final_placement.png
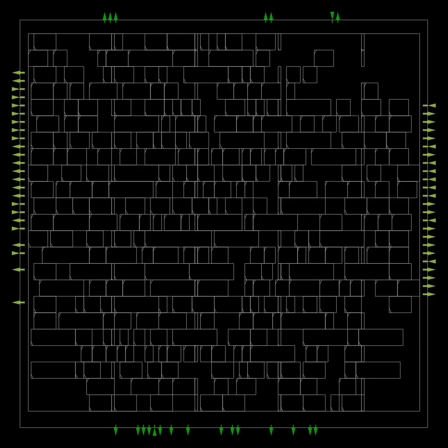
drive_strength.png
Drawn at 6 px/um.
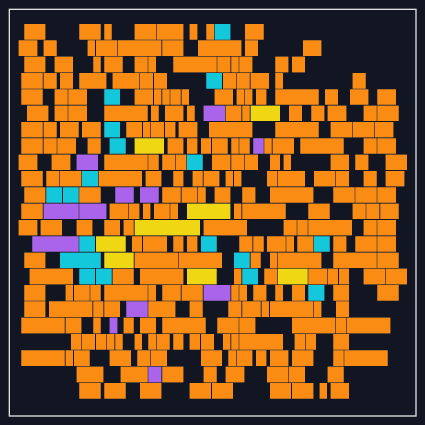
registers.png
Drawn at 6 px/um.
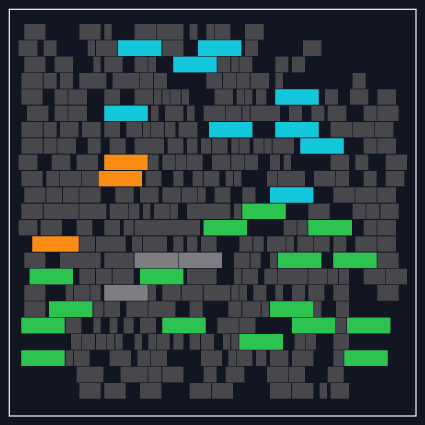
cell_classes.png
Drawn at 6 px/um.
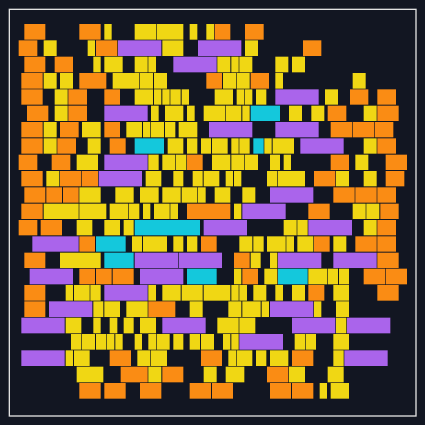
--- src/rtl/mem_loader_ctrl.sv ---
// mem_loader_ctrl
//   Run controller placed in front of the processor core and its data memory.
//   A host request starts a run: an input image is streamed byte-by-byte into
//   dat_mem while the core is held in reset, the core is then released and its
//   RUN cycles are counted until core_done or MAX_CYCLES, and finally a result
//   window is streamed back out of dat_mem before done is raised.
//
// Ports
//   clk, reset             single clock, synchronous active-high reset
//   req                    host start request (honoured in IDLE and FINISH only)
//   in_valid/in_ready/in_data     byte-wide load stream into dat_mem
//   out_valid/out_ready/out_data  byte-wide result stream out of dat_mem
//   mem_sel                1 = this block owns the dat_mem port, 0 = core owns it
//   mem_wr_en/mem_addr/mem_wr_data/mem_rd_data   dat_mem port (combinational read)
//   core_reset, core_done  core reset control and completion flag
//   busy, done             run in progress / run finished
//   timeout                sticky: last run stopped on MAX_CYCLES
//   cycle_count            RUN cycles of the last or current run
module mem_loader_ctrl #(
  parameter int unsigned AW         = 8,
  parameter int unsigned CW         = 16,
  parameter int unsigned LOAD_LEN   = 64,
  parameter int unsigned DUMP_BASE  = 64,
  parameter int unsigned DUMP_LEN   = 64,
  parameter int unsigned MAX_CYCLES = 4096
) (
  input  logic          clk,
  input  logic          reset,
  input  logic          req,
  input  logic          in_valid,
  input  logic [7:0]    in_data,
  output logic          in_ready,
  output logic          out_valid,
  output logic [7:0]    out_data,
  input  logic          out_ready,
  output logic          mem_sel,
  output logic          mem_wr_en,
  output logic [AW-1:0] mem_addr,
  output logic [7:0]    mem_wr_data,
  input  logic [7:0]    mem_rd_data,
  output logic          core_reset,
  input  logic          core_done,
  output logic          busy,
  output logic          done,
  output logic          timeout,
  output logic [CW-1:0] cycle_count
);

  localparam int unsigned LOAD_LAST_I = LOAD_LEN - 1;
  localparam int unsigned DUMP_LAST_I = DUMP_LEN - 1;
  localparam int unsigned MAX_LAST_I  = MAX_CYCLES - 1;
  localparam int unsigned DUMP_BASE_I = DUMP_BASE;

  localparam logic [AW:0]   LOAD_LAST = LOAD_LAST_I[AW:0];
  localparam logic [AW:0]   DUMP_LAST = DUMP_LAST_I[AW:0];
  localparam logic [CW-1:0] MAX_LAST  = MAX_LAST_I[CW-1:0];
  localparam logic [AW-1:0] BASE_ADDR = DUMP_BASE_I[AW-1:0];

  typedef enum logic [2:0] {
    IDLE,
    LOAD,
    RUN,
    DUMP,
    FINISH
  } state_t;

  state_t        state;
  // One bit wider than the address so a full 2^AW transfer length is countable.
  logic [AW:0]   idx;
  logic [AW-1:0] dump_addr;

  // Sum is truncated to AW bits, so the result window wraps past the top address.
  assign dump_addr = BASE_ADDR + idx[AW-1:0];

  always_ff @(posedge clk) begin
    if (reset) begin
      state       <= IDLE;
      idx         <= '0;
      cycle_count <= '0;
      timeout     <= 1'b0;
      busy        <= 1'b0;
      done        <= 1'b0;
    end else begin
      case (state)
        IDLE, FINISH: begin
          if (req) begin
            state       <= LOAD;
            idx         <= '0;
            timeout     <= 1'b0;
            cycle_count <= '0;
            busy        <= 1'b1;
            done        <= 1'b0;
          end
        end
        LOAD: begin
          // in_ready is constantly high in LOAD, so in_valid alone is the accept.
          if (in_valid) begin
            idx <= idx + 1'b1;
            if (idx == LOAD_LAST) begin
              state <= RUN;
            end
          end
        end
        RUN: begin
          // Exit happens no later than MAX_CYCLES-1 -> MAX_CYCLES, so no wrap.
          cycle_count <= cycle_count + 1'b1;
          if (core_done) begin
            state <= DUMP;
            idx   <= '0;
          end else if (cycle_count == MAX_LAST) begin
            state   <= DUMP;
            idx     <= '0;
            timeout <= 1'b1;
          end
        end
        DUMP: begin
          if (out_ready) begin
            idx <= idx + 1'b1;
            if (idx == DUMP_LAST) begin
              state <= FINISH;
              busy  <= 1'b0;
              done  <= 1'b1;
            end
          end
        end
        default: begin
          state <= IDLE;
          busy  <= 1'b0;
          done  <= 1'b0;
        end
      endcase
    end
  end

  always_comb begin
    in_ready    = 1'b0;
    out_valid   = 1'b0;
    out_data    = '0;
    mem_sel     = 1'b1;
    mem_wr_en   = 1'b0;
    mem_addr    = '0;
    mem_wr_data = '0;
    core_reset  = 1'b1;
    case (state)
      LOAD: begin
        in_ready    = 1'b1;
        mem_wr_en   = in_valid;
        mem_addr    = idx[AW-1:0];
        mem_wr_data = in_data;
      end
      RUN: begin
        mem_sel    = 1'b0;
        core_reset = 1'b0;
      end
      DUMP: begin
        out_valid = 1'b1;
        out_data  = mem_rd_data;
        mem_addr  = dump_addr;
      end
      default: begin
      end
    endcase
  end

endmodule

--- config.mk ---
export PLATFORM = sky130hd
export DESIGN_NAME = mem_loader_ctrl
export DESIGN_NICKNAME = d
export VERILOG_FILES = /design/src/rtl/mem_loader_ctrl.sv
export SDC_FILE = /design/constraint.sdc
export NUM_CORES = 1
export LEC_CHECK = 0
export CAP_MARGIN = 20
export CORE_UTILIZATION = 44
export DETAILED_ROUTE_END_ITERATION = 16
export GPL_ROUTABILITY_DRIVEN = 0
export HOLD_SLACK_MARGIN = 0.1
export PLACE_DENSITY = 0.79
export SLEW_MARGIN = 10
export SYNTH_ARGS = -nofsm -noshare
export SYNTH_HDL_FRONTEND = slang
export SYNTH_SLANG_ARGS = --single-unit
--- constraint.sdc ---
create_clock -name clk -period 2.34 [get_ports clk]
set_clock_uncertainty 0.15 [all_clocks]
set_input_delay 0.468 -clock clk [delete_from_list [all_inputs] [get_ports clk]]
set_output_delay 0.468 -clock clk [all_outputs]
set_load 0.02 [all_outputs]
==> flow_summary.toml <==
# generated from flow reports
[final_layout]
clkCellAreaFrac_pct = 4.15
finalCoreUtilization_pct = 69.8
mostFrequentLayoutCell = "sky130_fd_sc_hd__clkdlybuf4s50_1"
reg_top3 = "cycle_count (16), idx (9), state (3)"
layout_top_cells = "43 x sky130_fd_sc_hd__clkdlybuf4s50_1, 30 x sky130_fd_sc_hd__dfxtp_1, 23 x sky130_fd_sc_hd__dlygate4sd2_1"
area.share.combinational_pct = 41.5
num-nonclk-inverters = 10
num-multi-input-gates = 182
num-fill-cells = 324
syn2layout_area_growth_pct = 49.9
final_cell_count_without_fillers = 368
non_clock_buffer_area_share_pct = 28.8
layout.cells.largest_class = "logic gates"

[final_timing]
finalHoldViolations = 0
final_critical_delay_including_setup_and_external_delays_ps = 2250
clock.fmax_ghz = 0.445
fin_setup_tns_ps = 0
slew_headroom_pct = 66.5
timing.final.ws_setup_ps = 92.0
rsz0062_at_grt = "no"
tightest_slew_ps = 499

[power_and_ir_drop]
report.power.total_mw = 1.71
power.density_cell_area_nw_per_um2 = 604
netSwitchingFraction_pct = 32.3
worst_ir_drop_vdd_mv = 0.577
power_leakage_nw = 1.17

[synthesis]
ys.warnings.count = 0
enable_flop_cells = 0
mux_area_share_pct = 1.59
simple_gate_share_pct = 33.4
synth_flop_count = 31
ys_sh_xor_pct = 0.463
post_synth_inst_count = 238
post_synth_adder_cell_area_pct = 2.65
post_synth_most_frequent_cells = "31 x sky130_fd_sc_hd__dfxtp_1, 21 x sky130_fd_sc_hd__nand2_1, 16 x sky130_fd_sc_hd__a21oi_1, 16 x sky130_fd_sc_hd__nor2_1, 14 x sky130_fd_sc_hd__and2_1"
synth_chip_area_sq_um = 1890
synth_sequential_area_ratio_pct = 32.8
synthTopLogicFamily = "simple AND/OR/NAND/NOR gates"
flop_cell = "sky130_fd_sc_hd__dfxtp_1"

[setup_path]
critical-path-top-delay-family = "buffers and inverters"
timing.critical_path.arrival_ps = 1630
r2r_startpoint = "cycle_count[12]$_SDFFE_PP0P_"
critical_path_required_ps = 1720
crit_cells = 3
max_fanout_on_critical_path = 2
timing.critical_path.cells = "clkdlybuf4s50_1 -> nor4bb_2 -> dlygate4sd2_1"

[floorplanning]
ioPinCount = 70
chip_area_sq_um = 4560
rows = 23
fp_util_pct = 46.6
die_w_um = 67.6

[worst_hold_path]
hold-path-cell-count = 1
hold_path_startpoint = "idx[8]$_SDFFE_PP0P_"

[clock_network]
clock_tree.htree_level_count = 2
cts_max_path_buffers = 2
ctsHoldBuffers = 0
clk_root_buffer_cell = "sky130_fd_sc_hd__clkbuf_8"
cts_inserted_buffers = 5
clk_latency_worst_skew_pair_ps = 290
numClockSinks = 31
tritoncts = "built"

[grt]
grt.busiest_layer = "met2"
grt_use_met2_pct = 41.1
gr-usage-met1_pct = 33.5
globalRouteMet3Util_pct = 5.57
groute.usage.overall_pct = 25.6
maximum_number_of_pins_on_one_net_before_global_route_repair = 22
via_count_of_the_first_global_routing_pass = 1925

[place]
pre_cts_ws_ps = -248
post_dp_cell_area_sq_um = 2730

[route]
routed_wire_length_um = 5450
wl_met3_um = 464
dr_total_vias = 2176
route.detailed.wl_per_inst_um = 14.8
firstDrtPassIters = 4
dr_wl_met2_um = 2450
top_layer = "met4"

[run_status]
run_status = "completed"
Notes on final_placement.png above:
fraction of area in registers: 21.9%
Taps Inserted: 50
core outline area: 4060 sq um

Notes on drive_strength.png above:
Key: drive 2 = purple [cells 12, share 3.8%]; drive 3 to 4 = cyan [cells 18, share 5.7%, most used buf_4]; drive 1 or less = orange [cells 280, share 88%, most used clkdlybuf4s50_1]; drive 6 and up = yellow [cells 8, share 2.5%, most used clkbuf_8]

Notes on registers.png above:
Key: `state` = orange [flops 3]; `idx` = cyan [flops 9]; `cycle_count` = green [flops 16]
Another 3 sequential cells are not coloured.

Notes on cell_classes.png above:
Key: clock drivers and dummy loads = cyan [cells 8, share of their area 4.2%]; other buffers and delay cells = orange [cells 87, share of their area 29%]; flip-flops = purple [cells 31, share of their area 22%]; all other logic = yellow [cells 192, share of their area 44%]

path summary, 6_finish.rpt:
kind | to | slack, ps
setup reg to reg | state[1]$_SDFFE_PP0P_ | 170
setup / recovery | mem_wr_en | 90
hold reg to reg | idx[8]$_SDFFE_PP0P_ | 300
hold / removal | idx[8]$_SDFFE_PP0P_ | 300
power by group through the flow:
stage / combinational [mW] / sequential, mW / clock [mW]
finish: 0.581 / 0.580 / 0.550
global route: 0.631 / 0.584 / 0.582
CTS: 0.580 / 0.579 / 0.559
detailed placement: 0.593 / 0.589 / 0
global placement: 0.588 / 0.587 / 0
floorplan: 0.328 / 0.590 / 0
timing repair:
action | 4_1_cts | 5_1_grt
endpoints found under the hold margin | 0 | 0
setup endpoints to repair | 25 | 4
gates resized | 26 | 4
pin swaps | 0 | 0
Power figures rest on the tool's default switching activity, not on a simulated workload.
